Fig. 1: placement density heat map
Scale: 1 px per µm. 20 x 24 tiles, from black (low) to pale yellow (high), 0 to 100% covered.
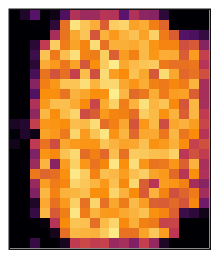
Fig. 2: clock routing
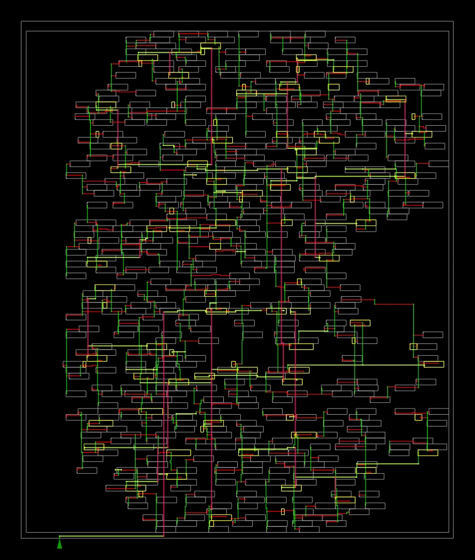
Fig. 3: a small window of the routed layout
Window x 87 to 112, y 107 to 132 µm. Cells in grey, sequential cells in the stronger grey; small squares are vias.
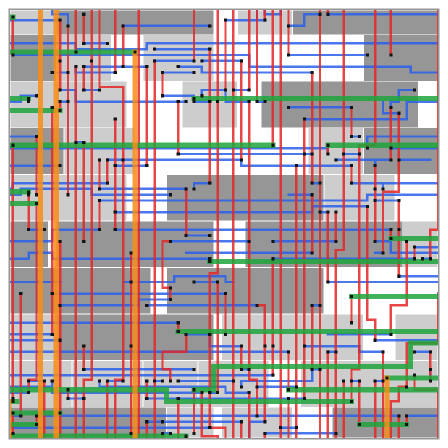
### config.mk
export PLATFORM = sky130hd
export DESIGN_NAME = spectrum_bin_collector
export DESIGN_NICKNAME = d
export VERILOG_FILES = /design/src/rtl/spectrum_bin_collector.sv
export SDC_FILE = /design/constraint.sdc
export NUM_CORES = 1
export LEC_CHECK = 0
export CAP_MARGIN = 30
export CELL_PAD_IN_SITES_DETAIL_PLACEMENT = 0
export CELL_PAD_IN_SITES_GLOBAL_PLACEMENT = 1
export CORE_ASPECT_RATIO = 1.2
export CORE_MARGIN = 2
export CORE_UTILIZATION = 53
export DETAILED_ROUTE_END_ITERATION = 7
export PLACE_DENSITY = 0.87
export SLEW_MARGIN = 5
export SYNTH_ARGS = -nofsm -noshare
export SYNTH_HDL_FRONTEND = slang
export SYNTH_SLANG_ARGS = --single-unit
### constraint.sdc
create_clock -name clk -period 4.6 [get_ports clk]
set_input_delay 0.92 -clock clk [delete_from_list [all_inputs] [get_ports clk]]
set_output_delay 0.92 -clock clk [all_outputs]
set_load 0.005 [all_outputs]
### src/rtl/spectrum_bin_collector.sv
// spectrum_bin_collector
// Sink for the FFT output stream. Folds each 2**IDX_W-bin frame into NUM_COLS
// display columns by keeping the peak magnitude per column. Only a complete,
// in-order frame is published into the display bank that the matrix driver
// reads by column address.
// Optional build macro SPECTRUM_DECAY_EN: on publish each displayed peak falls
// by at most DECAY_STEP per frame instead of jumping straight down.
module spectrum_bin_collector #(
    parameter int DATA_W     = 16,
    parameter int IDX_W      = 8,
    parameter int NUM_COLS   = 16,
    parameter int COL_SHIFT  = 3,
    parameter int DECAY_STEP = 512,
    localparam int COL_AW    = (NUM_COLS > 1) ? $clog2(NUM_COLS) : 1,
    localparam int MAG_W     = DATA_W - 1
) (
    input  logic                     clk,
    input  logic                     reset_n,
    input  logic signed [DATA_W-1:0] data_out,
    input  logic                     data_out_valid,
    input  logic [IDX_W-1:0]         output_index,
    output logic                     slave_ready,
    input  logic [COL_AW-1:0]        col_addr,
    output logic [MAG_W-1:0]         col_level,
    output logic                     frame_done,
    output logic                     frame_err,
    output logic [15:0]              frame_count
);

    localparam logic [1:0] S_IDLE    = 2'd0;
    localparam logic [1:0] S_COLLECT = 2'd1;
    localparam logic [1:0] S_PUBLISH = 2'd2;

    localparam logic [IDX_W-1:0] LAST_IDX = '1;

    // |v| saturated to MAG_W bits; the most negative input maps to full scale.
    function automatic logic [MAG_W-1:0] sat_mag(input logic signed [DATA_W-1:0] v);
        logic [DATA_W-1:0] a;
        a = v[DATA_W-1] ? -v : v;
        if (a[DATA_W-1]) begin
            return '1;
        end
        return a[MAG_W-1:0];
    endfunction

    // Displayed peak falls by DECAY_STEP (floored at 0) unless the new peak is higher.
    function automatic logic [MAG_W-1:0] decay_peak(input logic [MAG_W-1:0] w,
                                                    input logic [MAG_W-1:0] d);
        logic [MAG_W-1:0] step;
        logic [MAG_W-1:0] fell;
        step = MAG_W'(DECAY_STEP);
        fell = (d > step) ? (d - step) : '0;
        return (w > fell) ? w : fell;
    endfunction

    logic [1:0]       state_q, state_d;
    logic [IDX_W-1:0] exp_idx_q, exp_idx_d;
    logic [MAG_W-1:0] work_q [NUM_COLS];
    logic [MAG_W-1:0] work_d [NUM_COLS];
    logic [MAG_W-1:0] disp_q [NUM_COLS];
    logic [MAG_W-1:0] disp_d [NUM_COLS];
    logic [15:0]      count_q, count_d;
    logic             err_q, err_d;
    logic             ready_q, ready_d;
    logic [MAG_W-1:0] level_q;

    logic             xfer;
    logic [MAG_W-1:0] mag;
    logic [IDX_W-1:0] col_full;
    logic [COL_AW-1:0] col_sel;
    logic             col_ok;

    assign xfer     = data_out_valid && ready_q;
    assign mag      = sat_mag(data_out);
    assign col_full = output_index >> COL_SHIFT;
    assign col_sel  = col_full[COL_AW-1:0];
    assign col_ok   = (int'(col_full) < NUM_COLS);

    // Frame tracking: fold in-order bins, abort on a gap in the index, publish at the last bin.
    always_comb begin
        state_d   = state_q;
        exp_idx_d = exp_idx_q;
        count_d   = count_q;
        err_d     = 1'b0;
        for (int c = 0; c < NUM_COLS; c++) begin
            work_d[c] = work_q[c];
            disp_d[c] = disp_q[c];
        end

        case (state_q)
            S_IDLE: begin
                // work[] is already clear here, so only column 0 needs loading.
                if (xfer && output_index == '0) begin
                    work_d[0] = mag;
                    exp_idx_d = IDX_W'(1);
                    state_d   = S_COLLECT;
                end
            end
            S_COLLECT: begin
                if (xfer) begin
                    if (output_index == exp_idx_q) begin
                        if (col_ok && mag > work_q[col_sel]) begin
                            work_d[col_sel] = mag;
                        end
                        exp_idx_d = exp_idx_q + IDX_W'(1);
                        if (output_index == LAST_IDX) begin
                            state_d = S_PUBLISH;
                        end
                    end else begin
                        // Broken frame: drop it; an index-0 bin restarts collection at once.
                        err_d   = 1'b1;
                        state_d = S_IDLE;
                        for (int c = 0; c < NUM_COLS; c++) begin
                            work_d[c] = '0;
                        end
                        if (output_index == '0) begin
                            work_d[0] = mag;
                            exp_idx_d = IDX_W'(1);
                            state_d   = S_COLLECT;
                        end
                    end
                end
            end
            S_PUBLISH: begin
                for (int c = 0; c < NUM_COLS; c++) begin
`ifdef SPECTRUM_DECAY_EN
                    disp_d[c] = decay_peak(work_q[c], disp_q[c]);
`else
                    disp_d[c] = work_q[c];
`endif
                    work_d[c] = '0;
                end
                count_d = count_q + 16'd1;
                state_d = S_IDLE;
            end
            default: begin
                state_d = S_IDLE;
            end
        endcase

        // Ready is registered; it drops exactly for the publish cycle.
        ready_d = (state_d != S_PUBLISH);
    end

    // State, working/display banks and status registers.
    always_ff @(posedge clk or negedge reset_n) begin
        if (!reset_n) begin
            state_q   <= S_IDLE;
            exp_idx_q <= '0;
            count_q   <= '0;
            err_q     <= 1'b0;
            ready_q   <= 1'b0;
            for (int c = 0; c < NUM_COLS; c++) begin
                work_q[c] <= '0;
                disp_q[c] <= '0;
            end
        end else begin
            state_q   <= state_d;
            exp_idx_q <= exp_idx_d;
            count_q   <= count_d;
            err_q     <= err_d;
            ready_q   <= ready_d;
            for (int c = 0; c < NUM_COLS; c++) begin
                work_q[c] <= work_d[c];
                disp_q[c] <= disp_d[c];
            end
        end
    end

    // Registered read port; a read during publish still sees the old bank.
    always_ff @(posedge clk or negedge reset_n) begin
        if (!reset_n) begin
            level_q <= '0;
        end else if (int'(col_addr) < NUM_COLS) begin
            level_q <= disp_q[col_addr];
        end else begin
            level_q <= '0;
        end
    end

    assign slave_ready = ready_q;
    assign col_level   = level_q;
    assign frame_done  = (state_q == S_PUBLISH);
    assign frame_err   = err_q;
    assign frame_count = count_q;

endmodule

==> run summary <==
Critical path type: in -> reg
Post-synthesis sequential area ratio: 53.9%
Register area: 0.0131 mm²
RR Startpoint: work_q[226]
Number of hold violations in the final report: 0
Logic area: 0.0108 mm²
Largest net degree at the start of global routing: 121
Late-Pin Clk Latency: 0.58 ns
Comb area share: 37.8%
Hold buffers post-CTS: 0
Initial antenna violation count: 1
DP HPWL: 42.8 mm
Fillcell total: 3239
Cell Area, Synth: 0.0243 mm²
Number of cell rows: 85
Hold Worst Slack: 0.413 ns
Placed Instances: 2325
Comb power frac: 11.0%
Final Cycle Share: 98.8%
Clk cell area share: 5.69%
CTS tree: done
Slew Limit Headroom: 34.7%
Seq pwr: 4.75 mW
Fin area: 0.0285 mm²
Syn Area/Cell: 14.7 µm²
Setup slack, reg-to-reg: 0.56 ns
Routed wire length on met3: 5.52 mm
Maxcap violations: 0
Reg power frac: 47.6%
Overflow after GRT: 0
Initial Util: 53.9%
Cells on worst reg2reg path: 15
Placement-stage cell area: 0.0263 mm²
Power Dens Cells: 350 mW/mm²
Reg-to-reg endpoint: work_q[199]
Fmax: 0.220 GHz
P&R area growth vs syn: 17.3%
Total number of yosys warnings: 0
Top Metal Used: met5
CP dominant cell by count: buf_6
Ports: 65
Yosys stat cell total: 1647
Crit Path Max Fanout: 7
Status: complete, no violations
CP required: 5.05 ns
Largest cell class: registers
XORs/XNORs by Area: 1.23%
Final Wtd Congestion: 0.867
Grt met1 use: 38.8%
Total Power: 9.98 mW
Commonest flop: dfrtp_1
WL met1: 26.5 mm
Worst path slowest cell: or4_4
Top power group: sequential cells
Setup TNS: 0 ns
H-tree Lvls: 2
Post-synth cell types: 64
Place WS: -0.926 ns
First-pass GRT wire length: 101 mm
Drt via density: 6.65
Post-DR wirelength/cell: 27.6 µm
Ant diodes: 0
Dominant comb cell: multiplexers
VDD IR max: 0.000258 V
GR Layer Usage met3: 5.97%
Layout cell share with drive strength beyond 1: 36.9%
Root Buffer Master: clkbuf_16
Worst Hold Class: in -> async
Most common logic cells in the final layout: dfrtp_1, mux2_2, a22o_1
Inverter count: 21
Worst-Margin Slew: 0.979 ns
Arrival @ worst endpoint: 4.99 ns
DRC Markers: 0
Post-synth EDFFs: 0
Die area: 0.0476 mm²
OpenROAD warning count: 34
Vias in the first global route: 16600
Max stage delay on crit path: 0.56 ns
Synthesized instance count: 1647
Die Span Y: 238 µm
LEAKAGE: 13.1 nW
Net load switching power: 2.52 mW
Mux share: 24.8%
Switching part of the total power: 25.2%
Post-cts resize count: 27
Core footprint: 0.0451 mm²
Final-layout clock buffer total: 72
Final nets: 1836
Maximum clock insertion buffer count: 3
Internal power: 7.47 mW
Startpoint types: primary input
Compound Share, Synth: 11.1%
Max-slew violations: 0
Simple Share, Synth: 4.79%
Comb power: 1.10 mW
Bufs w/o clock: 210
DR WL met2: 32.2 mm
Non-filler cells, final: 2434
Synth flops: 523
Via count of the routed design: 16200
Number of setup violations in the final report: 0
Yosys stat area: 0.0243 mm²
Met2 usage: 44.7%
Notes on Fig. 1 above:
mean over tiles: 58%
tiles over 75% full: 43%
fullest tile: 96%
nearly empty tiles: 15%

Notes on Fig. 2 above:
CTS Sinks: 523
Clk power: 4.14 mW
Final Skew: 0.0265 ns
Flops: 523
clock buffer count from CTS: 50

Notes on Fig. 3 above:
legend:
  M1:
    colour: blue
  M3:
    colour: green
  M2:
    colour: red
  M4:
    colour: orange
cells with their middle in the window: 30
most frequent: dfrtp_1 (11), mux2_2 (6), a22o_1 (5)
sequential cells in the window: 11
netlist names of flops here include: work_q (6), disp_q (5)

==> cells in the mapped netlist, types with 18 or more instances <==
cell type  instances  area [µm²]
nor2_1            35         131
buf_6             25         282
xnor2_1           23         201
mux4_2           144        3240
o21ai_0           21         105
inv_1             20        75.1
nand2_1           49         184
nor3_1            23         115
mux2_2           242        2730
and3_1            18         113
a21oi_1           25         125
clkbuf_1          69         259
dfrtp_1          523       13100
a22o_1           227        1990
==> worst max-delay path, delay by kind of cell <==
kind	cells	cell delay, ns
AND-OR/OR-AND	5	0.86
buffers and inverters	6	0.99
adder cells (fa/ha/maj)	1	0.28
AND/OR/NAND/NOR	7	1.94
Power is estimated from default activity; no workload was simulated.
